## src/rtl/vpl_arith_pkg.sv

```systemverilog
// vpl_arith_pkg: shared types, width default and helpers for the arithmetic block.
package vpl_arith_pkg;

    typedef enum logic [1:0] {IDLE, RUN, DONE} div_state_e;

    localparam int DIV_W = 4;

    function automatic int clog2(input int n);
        int r;
        r = 0;
        while ((1 << r) < n) r++;
        return (r < 1) ? 1 : r;
    endfunction

endpackage

```

## src/rtl/vpl_addsub_cla.sv

```systemverilog
// vpl_addsub_cla: N-bit carry-lookahead adder/subtractor; sub_i inverts b_i and injects carry-in.
module vpl_addsub_cla #(
    parameter int N = 5
) (
    input  logic [N-1:0] a_i,
    input  logic [N-1:0] b_i,
    input  logic         sub_i,
    output logic [N-1:0] s_o,
    output logic         cout_o
);

    logic [N-1:0] bx;
    logic [N-1:0] g;
    logic [N-1:0] p;
    logic [N:0]   c;
    logic         acc;
    logic         pp;

    assign bx = b_i ^ {N{sub_i}};
    assign g  = a_i & bx;
    assign p  = a_i ^ bx;

    // Each carry is expanded as a flat sum of generate/propagate products.
    always_comb begin
        c    = '0;
        acc  = 1'b0;
        pp   = 1'b0;
        c[0] = sub_i;
        for (int i = 0; i < N; i++) begin
            acc = g[i];
            pp  = p[i];
            for (int j = i - 1; j >= 0; j--) begin
                acc = acc | (pp & g[j]);
                pp  = pp & p[j];
            end
            c[i+1] = acc | (pp & sub_i);
        end
    end

    assign s_o    = p ^ c[N-1:0];
    assign cout_o = c[N];

endmodule

```

## src/rtl/vpl_div_seq.sv

```systemverilog
// vpl_div_seq: sequential unsigned restoring divider, one quotient bit per clock,
// start/busy/done handshake.
module vpl_div_seq
    import vpl_arith_pkg::*;
#(
    parameter int W = DIV_W
) (
    input  logic         clk_i,
    input  logic         rst_ni,
    input  logic         start_i,
    input  logic [W-1:0] dividend_i,
    input  logic [W-1:0] divisor_i,
    output logic         busy_o,
    output logic         done_o,
    output logic [W-1:0] quotient_o,
    output logic [W-1:0] remainder_o,
    output logic         div_by_zero_o
);

    localparam int CW = clog2(W);

    div_state_e    state_q, state_d;
    logic [CW-1:0] cnt_q, cnt_d;
    logic [W-1:0]  q_q, q_d;
    logic [W-1:0]  d_q, d_d;
    logic [W:0]    r_q, r_d;
    logic          dbz_q, dbz_d;
    logic [W:0]    t;
    logic [W:0]    diff;
    logic          no_borrow;
    logic          accept;
    logic          last;

    assign t      = {r_q[W-1:0], q_q[W-1]};
    assign accept = start_i && (state_q != RUN);
    assign last   = cnt_q == CW'(W - 1);

    vpl_addsub_cla #(.N(W + 1)) u_addsub (
        .a_i    (t),
        .b_i    ({1'b0, d_q}),
        .sub_i  (1'b1),
        .s_o    (diff),
        .cout_o (no_borrow)
    );

    always_comb begin
        state_d = state_q;
        case (state_q)
            IDLE:    state_d = start_i ? RUN : IDLE;
            RUN:     state_d = last ? DONE : RUN;
            DONE:    state_d = start_i ? RUN : IDLE;
            default: state_d = IDLE;
        endcase
    end

    always_comb begin
        cnt_d = accept ? '0 : (state_q == RUN) ? cnt_q + CW'(1) : cnt_q;
        d_d   = accept ? divisor_i : d_q;
        dbz_d = accept ? (divisor_i == '0) : dbz_q;
        q_d   = accept ? dividend_i : (state_q == RUN) ? {q_q[W-2:0], no_borrow} : q_q;
        r_d   = accept ? '0 : (state_q == RUN) ? (no_borrow ? diff : t) : r_q;
    end

    always_ff @(posedge clk_i) begin
        if (!rst_ni) begin
            state_q <= IDLE;
            cnt_q   <= '0;
            q_q     <= '0;
            d_q     <= '0;
            r_q     <= '0;
            dbz_q   <= 1'b0;
        end else begin
            state_q <= state_d;
            cnt_q   <= cnt_d;
            q_q     <= q_d;
            d_q     <= d_d;
            r_q     <= r_d;
            dbz_q   <= dbz_d;
        end
    end

    assign busy_o        = state_q == RUN;
    assign done_o        = state_q == DONE;
    assign quotient_o    = q_q;
    assign remainder_o   = r_q[W-1:0];
    assign div_by_zero_o = dbz_q;

endmodule

```

## config.mk

```make
export PLATFORM = sky130hd
export DESIGN_NAME = vpl_div_seq
export DESIGN_NICKNAME = d
export VERILOG_FILES = /design/src/rtl/vpl_arith_pkg.sv /design/src/rtl/vpl_addsub_cla.sv /design/src/rtl/vpl_div_seq.sv
export SDC_FILE = /design/constraint.sdc
export NUM_CORES = 1
export LEC_CHECK = 0
export ABC_AREA = 1
export CAP_MARGIN = 30
export CORE_MARGIN = 2
export CORE_UTILIZATION = 48
export DETAILED_ROUTE_END_ITERATION = 8
export PLACE_DENSITY = 0.77
export SYNTH_ARGS = -nofsm -noshare
export SYNTH_HDL_FRONTEND = slang
export SYNTH_SLANG_ARGS = --single-unit
```

## constraint.sdc

```tcl
create_clock -name clk_i -period 1.63 [get_ports clk_i]
set_input_delay 0.163 -clock clk_i [delete_from_list [all_inputs] [get_ports clk_i]]
set_output_delay 0.163 -clock clk_i [all_outputs]
set_load 0.005 [all_outputs]
```

==> flow_summary.yaml <==
# flow metrics
logic_synthesis:
  synthXorXnorAreaFrac_pct: 1.859
  synth.distinct_cells: 22
  area_leaders: "dfxtp_1 36%, nand2_1 15%, inv_1 8.8%"
  ys_seq_share_pct: 36.12
  mux_area_share_pct: 0
  netlist_area_sq_um: 942.2
setup_path:
  cpPeakStageDelay_ps: 310
  cp.buffers_inverters: 2
  cp.depth: 10
  ff2ff_setup_slack_ps: 140
  worstSetupStartpointType: "flop"
  crit_chain: "inv_1, ha_4, nand2_1, nor2_1, nor2_1, nand2_2, nand2_1, nand2_1, o21ai_1, inv_1"
cells_and_area:
  nets: 179
  diodes: 0
  nClkBuffers: 3
  fillerInstances: 160
  drive_gt1_share_pct: 13.04
  logic_gates: 92
  stdcell_area_sq_um: 1251
  clock_area_share_pct: 2.200
  largest_cell_class: "combinational gates"
clocking:
  ctsHoldBuffers: 0
  cts_htree_levels: 1
  cts_resized: 0
hold_path:
  hold_class: "primary input to flop"
  hold_path_depth: 3
detailed_routing:
  drc: 0
  viasPerCell: 4.766
timing:
  rsz0062_at_grt: "no"
  fin_crit_sh_pct: 91.36
  max_freq_mhz: 671.5
global_routing:
  grt_max_degree: 12
  use_met2_pct: 30.09
  busiest_layer: "met2"
power:
  p_sw_share_pct: 32.67
  irDropWorstVdd_uv: 583.2
  p_seq_share_pct: 46.0
  p_int_mw: 0.6777
  powerDensity_nw_per_um2: 804.4
floorplan:
  dieArea_sq_um: 2333
  die_x_um: 48.31
run_status:
  status: "finished, final reports clean"
place:
  place_ws_ps: 78.38
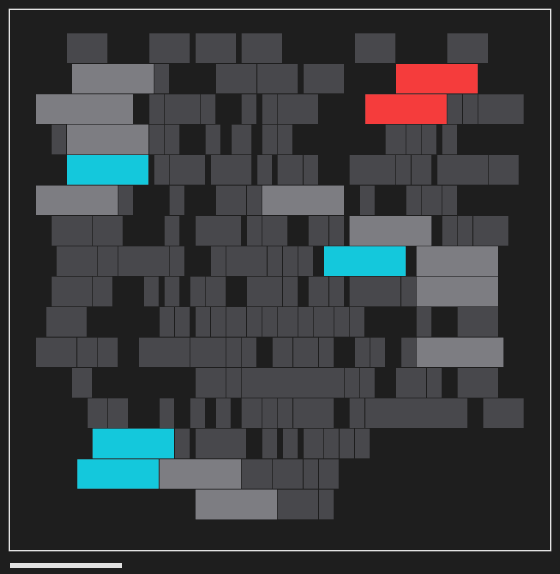
(images/registers.png)
Scale bar: 10 um. Other sequential cells in the stronger grey, the rest of the logic in the fainter grey.
colour	name in the netlist	sequential cells
cyan	d_q	4
red	state_q	2
not coloured	11
Seq area share: 27.60%
FF/Latch Area: 345.3 sq um
Final Util: 65.79%

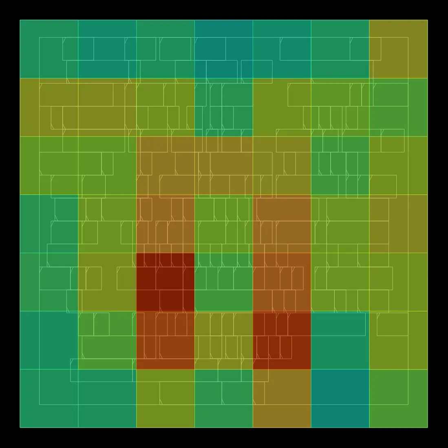
(images/final_congestion.png)
DR WL/cell: 10.53 um
routing usage on met3: 3.086%
met1 Resource Use GR: 21.81%
GR Util All Layers: 17.73%

No activity file was given, so power comes from the tool's default toggle rates.
